**src/rtl/nkmd_mig_pkg.sv**
```systemverilog
// Shared definitions for the MIG user-port burst controller: state encodings,
// MIG command codes, error-flag bit positions and the word-to-byte address mapping.
package nkmd_mig_pkg;

  localparam int unsigned AddrW = 25;
  localparam int unsigned BlW   = 6;

  // Controller states (one state register, legacy-compatible constants)
  localparam logic [2:0] StIdle    = 3'd0;
  localparam logic [2:0] StWrFill  = 3'd1;
  localparam logic [2:0] StWrCmd   = 3'd2;
  localparam logic [2:0] StRdCmd   = 3'd3;
  localparam logic [2:0] StRdDrain = 3'd4;

  // MIG command instruction codes
  localparam logic [2:0] MigInstrWr = 3'b000;
  localparam logic [2:0] MigInstrRd = 3'b001;

  // Sticky error flag positions
  localparam int unsigned ErrWrUnderrun = 0;
  localparam int unsigned ErrWrError    = 1;
  localparam int unsigned ErrRdOverflow = 2;
  localparam int unsigned ErrRdError    = 3;
  localparam int unsigned ErrTimeout    = 4;

  // 32-bit word address to 30-bit MIG byte address
  function automatic logic [29:0] word_to_byte_addr(input logic [AddrW-1:0] word_addr);
    return {3'b000, word_addr, 2'b00};
  endfunction

endpackage

```
**src/rtl/nkmd_mig_port_ctl_if.sv**
```systemverilog
// Bundle of request, DMA data-stream, status and MIG user-port signals.
// slave: the controller's view; master: the environment (DMA + MIG) view.
interface nkmd_mig_port_ctl_if;
  import nkmd_mig_pkg::*;

  // Burst request
  logic             req_valid;
  logic             req_ready;
  logic             req_write;
  logic [AddrW-1:0] req_word_addr;
  logic [BlW-1:0]   req_bl;
  // Write-data stream
  logic             wr_valid;
  logic             wr_ready;
  logic [31:0]      wr_data;
  // Read-data stream
  logic             rd_valid;
  logic [31:0]      rd_data;
  // Status
  logic             done;
  logic             busy;
  logic [4:0]       err;
  logic             err_clr;
  // MIG command port
  logic             mig_cmd_en;
  logic [2:0]       mig_cmd_instr;
  logic [BlW-1:0]   mig_cmd_bl;
  logic [29:0]      mig_cmd_byte_addr;
  logic             mig_cmd_full;
  // MIG write port
  logic             mig_wr_en;
  logic [3:0]       mig_wr_mask;
  logic [31:0]      mig_wr_data;
  logic             mig_wr_full;
  logic             mig_wr_underrun;
  logic             mig_wr_error;
  // MIG read port
  logic             mig_rd_en;
  logic [31:0]      mig_rd_data;
  logic             mig_rd_empty;
  logic             mig_rd_overflow;
  logic             mig_rd_error;

  modport slave (
    input  req_valid, req_write, req_word_addr, req_bl,
    input  wr_valid, wr_data, err_clr,
    input  mig_cmd_full, mig_wr_full, mig_wr_underrun, mig_wr_error,
    input  mig_rd_data, mig_rd_empty, mig_rd_overflow, mig_rd_error,
    output req_ready, wr_ready, rd_valid, rd_data, done, busy, err,
    output mig_cmd_en, mig_cmd_instr, mig_cmd_bl, mig_cmd_byte_addr,
    output mig_wr_en, mig_wr_mask, mig_wr_data, mig_rd_en
  );

  modport master (
    output req_valid, req_write, req_word_addr, req_bl,
    output wr_valid, wr_data, err_clr,
    output mig_cmd_full, mig_wr_full, mig_wr_underrun, mig_wr_error,
    output mig_rd_data, mig_rd_empty, mig_rd_overflow, mig_rd_error,
    input  req_ready, wr_ready, rd_valid, rd_data, done, busy, err,
    input  mig_cmd_en, mig_cmd_instr, mig_cmd_bl, mig_cmd_byte_addr,
    input  mig_wr_en, mig_wr_mask, mig_wr_data, mig_rd_en
  );

endinterface

```
**src/rtl/nkmd_mig_port_ctl.sv**
```systemverilog
// Single-burst controller for one MIG user port. A write burst first fills the
// MIG write FIFO, then issues the command; a read burst issues the command, then
// drains the MIG read FIFO with an idle-cycle timeout.
module nkmd_mig_port_ctl
  import nkmd_mig_pkg::*;
#(
  parameter int unsigned TIMEOUT = 1023
) (
  input logic                clk,
  input logic                rst,
  nkmd_mig_port_ctl_if.slave bus
);

  localparam int unsigned IdleW = (TIMEOUT < 2) ? 1 : $clog2(TIMEOUT + 1);
  localparam logic [IdleW-1:0] IdleLast = IdleW'(TIMEOUT - 1);

  logic [2:0]       state_q, state_d;
  logic [AddrW-1:0] addr_q;
  logic [BlW-1:0]   bl_q;
  logic             write_q;
  logic [BlW-1:0]   cnt_q, cnt_d;
  logic [IdleW-1:0] idle_q, idle_d;
  logic             rd_valid_q;
  logic [31:0]      rd_data_q;
  logic             done_q, done_d;
  logic [4:0]       err_q, err_d;

  logic accept, wr_push, cmd_state, cmd_issue, rd_pop, cnt_last, timeout_hit;

  // Handshake and event decode
  always_comb begin
    accept      = bus.req_valid & bus.req_ready;
    wr_push     = (state_q == StWrFill) & ~bus.mig_wr_full & bus.wr_valid;
    cmd_state   = (state_q == StWrCmd) | (state_q == StRdCmd);
    cmd_issue   = cmd_state & ~bus.mig_cmd_full;
    rd_pop      = (state_q == StRdDrain) & ~bus.mig_rd_empty;
    // Terminal when the count equals bl, so bl=63 never wraps the 6-bit counter
    cnt_last    = (cnt_q == bl_q);
    timeout_hit = (state_q == StRdDrain) & bus.mig_rd_empty & (idle_q == IdleLast);
  end

  // Next state, word/idle counters and done pulse
  always_comb begin
    state_d = state_q;
    cnt_d   = cnt_q;
    idle_d  = idle_q;
    done_d  = 1'b0;
    case (state_q)
      StIdle: begin
        cnt_d  = '0;
        idle_d = '0;
        if (accept) state_d = bus.req_write ? StWrFill : StRdCmd;
      end
      StWrFill: begin
        if (wr_push) begin
          if (cnt_last) begin
            cnt_d   = '0;
            state_d = StWrCmd;
          end else begin
            cnt_d = cnt_q + BlW'(1);
          end
        end
      end
      StWrCmd: begin
        if (cmd_issue) state_d = StIdle;
      end
      StRdCmd: begin
        if (cmd_issue) state_d = StRdDrain;
      end
      StRdDrain: begin
        if (rd_pop) begin
          idle_d = '0;
          if (cnt_last) begin
            cnt_d   = '0;
            state_d = StIdle;
          end else begin
            cnt_d = cnt_q + BlW'(1);
          end
        end else if (timeout_hit) begin
          idle_d  = '0;
          cnt_d   = '0;
          state_d = StIdle;
        end else begin
          idle_d = idle_q + IdleW'(1);
        end
      end
      default: state_d = StIdle;
    endcase
    // Write done follows the command by one cycle; read done rides with the last rd_valid
    if ((state_q == StWrCmd) && cmd_issue) done_d = 1'b1;
    if (rd_pop && cnt_last) done_d = 1'b1;
  end

  // Sticky error flags; a new event wins over a same-cycle clear
  always_comb begin
    err_d = bus.err_clr ? 5'b0 : err_q;
    err_d[ErrWrUnderrun] = err_d[ErrWrUnderrun] | bus.mig_wr_underrun;
    err_d[ErrWrError]    = err_d[ErrWrError]    | bus.mig_wr_error;
    err_d[ErrRdOverflow] = err_d[ErrRdOverflow] | bus.mig_rd_overflow;
    err_d[ErrRdError]    = err_d[ErrRdError]    | bus.mig_rd_error;
    err_d[ErrTimeout]    = err_d[ErrTimeout]    | timeout_hit;
  end

  // State and datapath registers
  always_ff @(posedge clk or posedge rst) begin
    if (rst) begin
      state_q    <= StIdle;
      addr_q     <= '0;
      bl_q       <= '0;
      write_q    <= 1'b0;
      cnt_q      <= '0;
      idle_q     <= '0;
      rd_valid_q <= 1'b0;
      rd_data_q  <= '0;
      done_q     <= 1'b0;
      err_q      <= '0;
    end else begin
      state_q    <= state_d;
      cnt_q      <= cnt_d;
      idle_q     <= idle_d;
      rd_valid_q <= rd_pop;
      done_q     <= done_d;
      err_q      <= err_d;
      if (accept) begin
        addr_q  <= bus.req_word_addr;
        bl_q    <= bus.req_bl;
        write_q <= bus.req_write;
      end
      if (rd_pop) rd_data_q <= bus.mig_rd_data;
    end
  end

  // Output drive; req_ready is held off while done pulses so IDLE entry precedes accept
  always_comb begin
    bus.req_ready         = (state_q == StIdle) & ~done_q;
    bus.busy              = (state_q != StIdle);
    bus.wr_ready          = (state_q == StWrFill) & ~bus.mig_wr_full;
    bus.rd_valid          = rd_valid_q;
    bus.rd_data           = rd_data_q;
    bus.done              = done_q;
    bus.err               = err_q;
    bus.mig_cmd_en        = cmd_issue;
    bus.mig_cmd_instr     = write_q ? MigInstrWr : MigInstrRd;
    bus.mig_cmd_bl        = bl_q;
    bus.mig_cmd_byte_addr = word_to_byte_addr(addr_q);
    bus.mig_wr_en         = wr_push;
    bus.mig_wr_mask       = 4'b0000;
    bus.mig_wr_data       = bus.wr_data;
    bus.mig_rd_en         = rd_pop;
  end

endmodule
```
**src/flat_wrapper.sv**
```systemverilog
// flat-port wrapper written by rule: the top's interface ports become plain ports
module nkmd_mig_port_ctl_flat import nkmd_mig_pkg::*;
#(
  parameter int unsigned TIMEOUT = 1023
)
  (clk, rst, bus_req_valid, bus_req_write, bus_req_word_addr, bus_req_bl, bus_wr_valid, bus_wr_data, bus_err_clr, bus_mig_cmd_full, bus_mig_wr_full, bus_mig_wr_underrun, bus_mig_wr_error, bus_mig_rd_data, bus_mig_rd_empty, bus_mig_rd_overflow, bus_mig_rd_error, bus_req_ready, bus_wr_ready, bus_rd_valid, bus_rd_data, bus_done, bus_busy, bus_err, bus_mig_cmd_en, bus_mig_cmd_instr, bus_mig_cmd_bl, bus_mig_cmd_byte_addr, bus_mig_wr_en, bus_mig_wr_mask, bus_mig_wr_data, bus_mig_rd_en);
  nkmd_mig_port_ctl_if bus_i ();
  input logic clk;
  input logic rst;
  input wire logic [$bits(bus_i.req_valid)-1:0] bus_req_valid;
  input wire logic [$bits(bus_i.req_write)-1:0] bus_req_write;
  input wire logic [$bits(bus_i.req_word_addr)-1:0] bus_req_word_addr;
  input wire logic [$bits(bus_i.req_bl)-1:0] bus_req_bl;
  input wire logic [$bits(bus_i.wr_valid)-1:0] bus_wr_valid;
  input wire logic [$bits(bus_i.wr_data)-1:0] bus_wr_data;
  input wire logic [$bits(bus_i.err_clr)-1:0] bus_err_clr;
  input wire logic [$bits(bus_i.mig_cmd_full)-1:0] bus_mig_cmd_full;
  input wire logic [$bits(bus_i.mig_wr_full)-1:0] bus_mig_wr_full;
  input wire logic [$bits(bus_i.mig_wr_underrun)-1:0] bus_mig_wr_underrun;
  input wire logic [$bits(bus_i.mig_wr_error)-1:0] bus_mig_wr_error;
  input wire logic [$bits(bus_i.mig_rd_data)-1:0] bus_mig_rd_data;
  input wire logic [$bits(bus_i.mig_rd_empty)-1:0] bus_mig_rd_empty;
  input wire logic [$bits(bus_i.mig_rd_overflow)-1:0] bus_mig_rd_overflow;
  input wire logic [$bits(bus_i.mig_rd_error)-1:0] bus_mig_rd_error;
  output wire logic [$bits(bus_i.req_ready)-1:0] bus_req_ready;
  output wire logic [$bits(bus_i.wr_ready)-1:0] bus_wr_ready;
  output wire logic [$bits(bus_i.rd_valid)-1:0] bus_rd_valid;
  output wire logic [$bits(bus_i.rd_data)-1:0] bus_rd_data;
  output wire logic [$bits(bus_i.done)-1:0] bus_done;
  output wire logic [$bits(bus_i.busy)-1:0] bus_busy;
  output wire logic [$bits(bus_i.err)-1:0] bus_err;
  output wire logic [$bits(bus_i.mig_cmd_en)-1:0] bus_mig_cmd_en;
  output wire logic [$bits(bus_i.mig_cmd_instr)-1:0] bus_mig_cmd_instr;
  output wire logic [$bits(bus_i.mig_cmd_bl)-1:0] bus_mig_cmd_bl;
  output wire logic [$bits(bus_i.mig_cmd_byte_addr)-1:0] bus_mig_cmd_byte_addr;
  output wire logic [$bits(bus_i.mig_wr_en)-1:0] bus_mig_wr_en;
  output wire logic [$bits(bus_i.mig_wr_mask)-1:0] bus_mig_wr_mask;
  output wire logic [$bits(bus_i.mig_wr_data)-1:0] bus_mig_wr_data;
  output wire logic [$bits(bus_i.mig_rd_en)-1:0] bus_mig_rd_en;
  assign bus_i.req_valid = bus_req_valid;
  assign bus_i.req_write = bus_req_write;
  assign bus_i.req_word_addr = bus_req_word_addr;
  assign bus_i.req_bl = bus_req_bl;
  assign bus_i.wr_valid = bus_wr_valid;
  assign bus_i.wr_data = bus_wr_data;
  assign bus_i.err_clr = bus_err_clr;
  assign bus_i.mig_cmd_full = bus_mig_cmd_full;
  assign bus_i.mig_wr_full = bus_mig_wr_full;
  assign bus_i.mig_wr_underrun = bus_mig_wr_underrun;
  assign bus_i.mig_wr_error = bus_mig_wr_error;
  assign bus_i.mig_rd_data = bus_mig_rd_data;
  assign bus_i.mig_rd_empty = bus_mig_rd_empty;
  assign bus_i.mig_rd_overflow = bus_mig_rd_overflow;
  assign bus_i.mig_rd_error = bus_mig_rd_error;
  assign bus_req_ready = bus_i.req_ready;
  assign bus_wr_ready = bus_i.wr_ready;
  assign bus_rd_valid = bus_i.rd_valid;
  assign bus_rd_data = bus_i.rd_data;
  assign bus_done = bus_i.done;
  assign bus_busy = bus_i.busy;
  assign bus_err = bus_i.err;
  assign bus_mig_cmd_en = bus_i.mig_cmd_en;
  assign bus_mig_cmd_instr = bus_i.mig_cmd_instr;
  assign bus_mig_cmd_bl = bus_i.mig_cmd_bl;
  assign bus_mig_cmd_byte_addr = bus_i.mig_cmd_byte_addr;
  assign bus_mig_wr_en = bus_i.mig_wr_en;
  assign bus_mig_wr_mask = bus_i.mig_wr_mask;
  assign bus_mig_wr_data = bus_i.mig_wr_data;
  assign bus_mig_rd_en = bus_i.mig_rd_en;
  nkmd_mig_port_ctl #(.TIMEOUT(TIMEOUT)) u_core (.clk(clk), .rst(rst), .bus(bus_i));
endmodule
```
**config.mk**
```make
export PLATFORM = sky130hd
export DESIGN_NAME = nkmd_mig_port_ctl_flat
export DESIGN_NICKNAME = d
export VERILOG_FILES = /design/src/rtl/nkmd_mig_pkg.sv /design/src/rtl/nkmd_mig_port_ctl_if.sv /design/src/rtl/nkmd_mig_port_ctl.sv /design/src/flat_wrapper.sv
export SDC_FILE = /design/constraint.sdc
export NUM_CORES = 1
export LEC_CHECK = 0
export CAP_MARGIN = 20
export CORE_ASPECT_RATIO = 0.7
export CORE_MARGIN = 2
export CORE_UTILIZATION = 35
export DETAILED_ROUTE_END_ITERATION = 7
export GPL_ROUTABILITY_DRIVEN = 0
export PLACE_DENSITY = 0.77
export SYNTH_ARGS = -nofsm -noshare
export SYNTH_HDL_FRONTEND = slang
export SYNTH_SLANG_ARGS = --single-unit
```
**constraint.sdc**
```tcl
create_clock -name clk -period 3.05 [get_ports clk]
set_input_delay 0.61 -clock clk [delete_from_list [all_inputs] [get_ports clk]]
set_output_delay 0.61 -clock clk [all_outputs]
set_load 0.02 [all_outputs]
```
**Run 1: a small window of the routed layout**

Region (52, 32) to (82, 62) µm. Cells in grey, sequential cells in the stronger grey; small squares are vias.
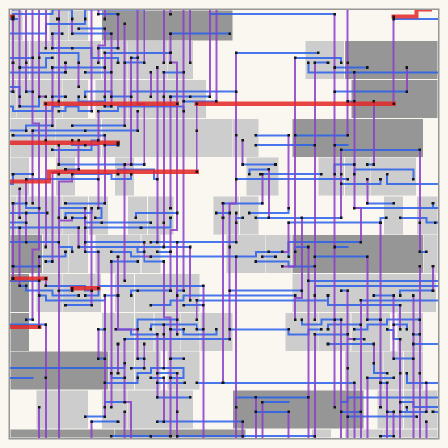
colour	layer
blue	met1
red	met3
purple	met2
sequential cells in the window	7
netlist names of flops here include	u_core.idle_q (6), u_core.state_q (1)
cells with their middle in the window	70
most frequent	nand2_1 (11), o21ai_0 (10), dfrtp_1 (7)

**Run 1: placement view**

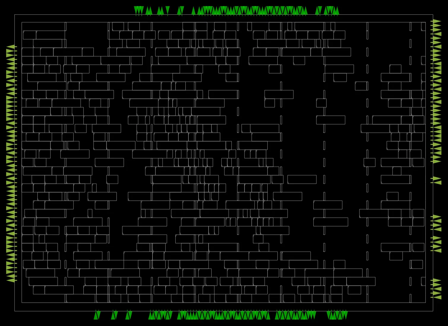
Fillers: 997
Rows: 33
Core ar.: 11,600 µm²

**Run 1: routed metal per tile**

(2 px per µm) The die is cut into 27 by 19 equal tiles; dark purple is low, yellow is high, scaled to the fullest tile. Values are wire area over tile area, all layers added.
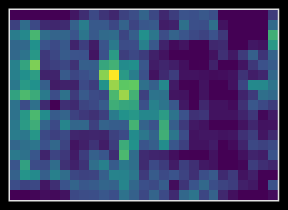
densest ninth of the die	centre
fullest tile	0.52
tiles over half the peak	8.6%

==> flow_summary.yaml, run 1 <==
# yosys + openroad results
clock_tree:
  clock_sinks: 90
  cts_hold_buf: 0
  cts_tree: "yes"
  cts_resized: 0
  cts_buffer_depth: 2
  cts_root_buf: "clkbuf_16"
  path_clk_slew_ps: 60
global_routing:
  grt-ovfl-total: 0
  grt_max_degree: 59
  grt_pass1_wl_um: 14700
  antenna_found_initial: 0
  track_usage: 0.148
final_timing:
  slew_violations: 0
  finalSetupViolations: 0
  period_used_share: 0.897
  worst_slack_ps: 313
  fin_crit_ps: 2740
  slew_headroom: 0.432
  max_freq_ghz: 0.365
  worst_pin_slew_ps: 850
  finClkSkew_ps: 6.32
  tns_ps: 0
setup_path:
  worst_ep_required_time_ps: 2440
  crit_fanout: 9
  r2r-end: "u_core.cnt_q[4]"
  path_cells: "inv_1 > nand3_1 > nor3b_1 > clkdlybuf4s50_1"
  slowest_stage: "clkdlybuf4s50_1"
  start_kind: "flop"
  cp-startpoint: "u_core.state_q[2]"
  path_buffers: 2
  r2r_slack_ps: 650
  arrival_ps: 2130
  slowest_delay_ps: 640
  crit_family: "buffers and inverters"
die:
  chipArea_um2: 12700
  initCoreUtil: 0.357
logic_synthesis:
  logic_family: "multiplexers"
  synth-edff-count: 0
  ys_async_sr_fraction: 1.00
  yosys.area_share.xor_xnor: 0.0191
  top_cells_by_area: "dfrtp_1 54%, mux2_2 17%, buf_4 8.3%"
  ys_ff: 90
  synthesis.instances: 328
  yosysTopAreaCell: "dfrtp_1"
  ys_chip_area_um2: 4140
  top_area_frac: 0.544
  ys_cells: 328
  ff_type: "dfrtp_1"
  synth.avg_cell_area_um2: 12.6
  simple_gate_share: 0.0792
  ys_seq_share: 0.544
  ys_types: 42
detailed_routing:
  wl_um: 9130
  postRouteAntennaNets: 0
  vias: 2874
  drc: 0
  dr.pass1.iters: 4
  drt_iter0_markers: 119
run:
  max_cap_viol_count: 0
final_layout:
  utilization: 0.507
  finalNetCount: 564
  syn_to_final_growth_pct: 42.2
worst_hold_path:
  min_from: "u_core.bus.err[0]"
  hold_path_class: "flop to flop"
  hold_end: "u_core.bus.err[0]"
pwr:
  ir_drop_mv: 0.524
  power_density_nw_per_um2: 994
placed_design:
  portBuffers: 152
status:
  status: "finished clean"
==> run 1: registers in the layout, indices dropped and copies added (netlist names) <==
register               cells
u_core.bus.rd_valid        1
u_core.cnt_q               6
u_core.write_q             1
u_core.idle_q             10
u_core.state_q             3
u_core.bus.done            1
u_core.bus.err             5
u_core.bus.rd_data        32
u_core.addr_q             25
u_core.bus.mig_cmd_bl      6
==> run 1: cell usage in the layout (no fill, tap or decap), drive strengths merged, types with 2 or more instances in the layout <==
cell type	netlist	final
clkinv	0	2
inv	8	9
nand2	20	20
a21oi	3	3
conb	1	11
a21o	6	6
nand3	9	9
a22o	4	4
o21ai	15	15
xor2	8	8
mux2	64	64
nor2	10	10
bufinv	0	2
ha	3	3
clkbuf	1	11
and2b	4	4
o31ai	3	3
nand2b	3	3
nor3b	2	2
o41ai	2	2
nand4	2	2
nor3	3	3
dfrtp	90	90
buf	50	3
clkdlybuf4s50	0	152
and3	4	4
==> run 1: stage by stage <==
stage               area (µm²)  std cells  hold slack, ps  total power (µW)
floorplan                 4170        338             446              3510
global placement          5560        599             457              4640
detailed placement        5560        599             471              4710
CTS                       5880        615             486              5940
global route              5880        615             501              6190
finish                    5880        615             477              5850
==> run 1: kinds of logic (layout without fill, tap and decap cells) <==
family	count (synthesis)	after routing
buffers and inverters	59	179
DFF	90	90
and+or+nand+nor	62	62
adders and majority gates	3	3
AOI/OAI and AO/OA	40	40
other	1	11
muxes	64	64
xor gates and xnor gates	9	9
==> run 1: cells in the mapped netlist, types with 2 or more instances <==
master and number:
inv_1 8, nand3_1 8, o21ai_0 15, and2b_1 3, a22o_1 4, nor3_1 2
xor2_1 8, mux2_2 64, buf_4 46, nand4_1 2, buf_2 4, nor2_1 10
nand2_1 19, o31ai_1 3, dfrtp_1 90, a21o_1 6, a21oi_1 3, and3_1 4
ha_1 3, nor3b_1 2, nand2b_1 3
==> run 1: report_power, final <==
group / switching, µW / internal [µW]
sequential: 299 / 1660
combinational: 1290 / 1410
clock: 462 / 726
total: 2050 / 3800
==> run 1: area by class of cell <==
type,count,area [µm²]
Timing Repair Buffer,155,1560
Clock buffer,11,233
Sequential cell,90,2250
Inverter,8,31.3
Fill cell,997,5720
Tap cell,157,196
Clock inverter,5,86.3
Multi-Input combinational cell,189,1530
==> run 1: how the worst max path moves through the flow <==
stage	cells after the start	slack [ps]	end
after CTS	4	300	bus_mig_wr_en
after detailed placement	3	410	bus_mig_rd_en
after global placement	3	390	bus_mig_rd_en
after global routing	4	170	bus_mig_wr_en
final	4	310	bus_mig_wr_en
after floorplan	1	100	u_core.addr_q[0]
==> run 1: routing by layer <==
metal,vias to the layer above,global-route usage,part of all wire
li1,1341,-,-
met1,1408,0.174,0.42
met2,106,0.236,0.47
met3,19,0.0709,0.095
met4,0,0.0567,0.017
met5,-,0,0
==> run 1 -> run 2 <==
--- a/config.mk
+++ b/config.mk
@@ -7,7 +7,7 @@
 export LEC_CHECK = 0
 export CAP_MARGIN = 20
 export CORE_ASPECT_RATIO = 0.7
-export CORE_MARGIN = 2
+export CORE_MARGIN = 3
 export CORE_UTILIZATION = 35
 export DETAILED_ROUTE_END_ITERATION = 7
 export GPL_ROUTABILITY_DRIVEN = 0
**Run 2: a small window of the routed layout**

Region (53, 33) to (83, 63) µm. Cells in grey, sequential cells in the stronger grey; small squares are vias.
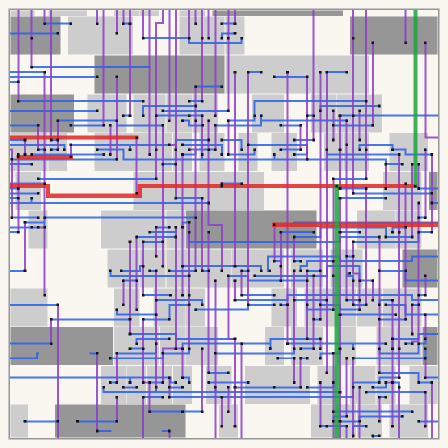
colour	layer
red	met3
green	met4
purple	met2
blue	met1
sequential cells in the window	5
cells with their middle in the window	69
most frequent	nand2_1 (13), o21ai_0 (12)
netlist names of flops here include	u_core.idle_q (4), u_core.state_q (1)

==> run 2 against run 1 <==
  * Critical path depth did not move
  * Hold slack improved by 6.6 ps
  * Clock skew barely moved
  * Routed wire length rose by 3.9%
  * Utilization rose by 1.4 points
  * Clock power fell by 8%
  * Clock-buffer cell count fell by 2
  * Sequential share of layout area rose by 0.17 points
  * Sequential cell count did not move
  * Die area rose by 3.6%
  * Synthesized cell count did not move
  * Total power fell by 1.4%
  * Critical path type unchanged
  * Largest cell class unchanged
  * Largest power group unchanged
==> flow_summary.yaml, run 2 <==
# yosys + openroad results
die:
  initCoreUtil: 0.368
  rows: 32
  io_pins: 228
  chipArea_um2: 13200
  core_um2: 11300
detailed_routing:
  wl_um: 9490
  postRouteAntennaNets: 0
  drt_iter0_markers: 149
  vias: 2880
  dr.pass1.iters: 4
  via_per_inst: 4.71
  drc: 0
setup_path:
  cp-end-kind: "primary output"
  arrival_ps: 2090
  crit_type: "flop to primary output"
  crit_fanout: 9
  start_kind: "flop"
  worst_ep_required_time_ps: 2440
pwr:
  power_density_nw_per_um2: 984
  p_leak_uw: 0.00249
  ir_drop_mv: 0.606
final_timing:
  finClkSkew_ps: 6.10
  finalHoldViolCount: 0
  fin_crit_ps: 2700
  slew_headroom: 0.427
  finalSetupViolations: 0
  worst_slack_ps: 353
  max_freq_ghz: 0.371
  slew_violations: 0
  worst_pin_slew_ps: 856
  tns_ps: 0
  period_used_share: 0.884
run:
  max_cap_viol_count: 0
logic_synthesis:
  top_area_frac: 0.544
  ys_cells: 328
  ff_type: "dfrtp_1"
  ys_seq_share: 0.544
  yosysTopAreaCell: "dfrtp_1"
  most_common_cell: "dfrtp_1"
  synth-edff-count: 0
  synthesis.instances: 328
  ys_types: 42
  ys_ff: 90
  top_cells_by_area: "dfrtp_1 54%, mux2_2 17%, buf_4 8.3%"
  ys_async_sr_fraction: 1.00
  synth.avg_cell_area_um2: 12.6
  top_cells_by_count: "90 x dfrtp_1, 64 x mux2_2, 46 x buf_4, 19 x nand2_1, 15 x o21ai_0"
  ys_chip_area_um2: 4140
clock_tree:
  cts_tree: "yes"
  clock_sinks: 90
  path_clk_slew_ps: 70
  cts_hold_buf: 0
  cts_setup_buffers: 0
  cts_root_buf: "clkbuf_16"
  cts_buffer_depth: 2
  cts_resized: 0
global_routing:
  antenna_found_initial: 0
  grt_max_degree: 56
  grt-ovfl-total: 0
  track_usage: 0.151
  first_global_vias: 3212
  grt_pass1_wl_um: 16000
final_layout:
  finalNetCount: 565
  num_antenna_cells: 0
  fill_cells: 992
  syn_to_final_growth_pct: 41.6
  final_cell_count_no_fill: 612
  layout_top_cells: "152 x clkdlybuf4s50_1, 90 x dfrtp_1, 64 x mux2_2"
  largest_reg_flops: 32
  lay_top_count: "clkdlybuf4s50_1"
placed_design:
  portBuffers: 152
  post-place-cells: 596
status:
  status: "finished clean"
worst_hold_path:
  hold_path_class: "flop to flop"
**Run 2: wiring by layer**

(3 px per µm) Two of the layers only.
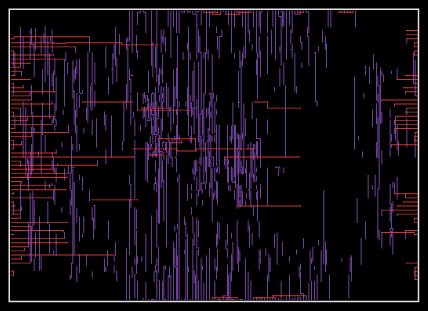
colour	layer	wire length
purple	met2	4,560 µm
red	met3	1,010 µm

## run 2: cell counts after synthesis
No cell type changed its count.
## run 2: where the power goes
| part | switching, µW | leakage, µW | internal (µW) |
|---|---|---|---|
| Clock | 519 | 0.000141 | 576 |
| Combinational | 1300 | 0.00124 | 1420 |
| Sequential | 286 | 0.00111 | 1660 |
| Total | 2110 | 0.00249 | 3660 |
## run 2: path summary, 6_finish.rpt
kind | start | slack, ps | depth (start not counted) | endpoint
setup / recovery | u_core.state_q[0] | 350 | 4 | bus_mig_rd_en
hold / removal | u_core.idle_q[8] | 480 | 1 | u_core.idle_q[8]
setup reg to reg | u_core.idle_q[0] | 620 | 7 | u_core.cnt_q[4]
hold reg to reg | u_core.idle_q[8] | 480 | 1 | u_core.idle_q[8]
max in group asynchronous | rst | 1710 | 3 | u_core.addr_q[13]
min in group asynchronous | rst | 640 | 2 | u_core.bus.rd_data[1]
## run 2: worst max-delay path: stages (launching register included)
cell and delay [ps]:
dfrtp_1 470, inv_1 160, nand2_1 250, nor3_4 210, clkdlybuf4s50_1 660
## run 2: layout make-up
cell class | count | area (µm²) | share of cell area
sequential | 90 | 2250 | 0.385
timing repair buffer | 156 | 1560 | 0.267
multi-input combinational | 189 | 1530 | 0.261
clock buffer | 9 | 225 | 0.0385
tap | 153 | 191 | 0.0327
clock inverter | 7 | 65.1 | 0.0111
inverter | 8 | 31.3 | 0.00534
## run 2: cell families after synthesis
group | count (synthesis) | synth area share
other | 1 | 0.000907
adders and majority gates | 3 | 0.00908
DFF | 90 | 0.544
xor gates and xnor gates | 9 | 0.0191
muxes | 64 | 0.174
AOI/OAI and AO/OA | 40 | 0.0762
buffers and inverters | 59 | 0.0968
and+or+nand+nor | 62 | 0.0793
## run 2: per-layer routing
metal,track usage,wire (µm),up-vias
met5,0,0,-
met4,0.0403,107,0
met3,0.0790,1010,10
met2,0.242,4560,126
met1,0.179,3820,1401
li1,-,-,1343
## run 2: per-stage QoR
| step | total power (µW) | hold WS [ps] | cell area (µm²) | utilization |
|---|---|---|---|---|
| finish | 5760 | 484 | 5860 | 0.521 |
| global route | 6120 | 512 | 5860 | 0.521 |
| CTS | 5860 | 487 | 5860 | 0.521 |
| detailed placement | 4730 | 472 | 5570 | 0.495 |
| global placement | 4650 | 462 | 5570 | 0.495 |
| floorplan | 3510 | 446 | 4170 | - |
Power and IR drop assume default switching activity.
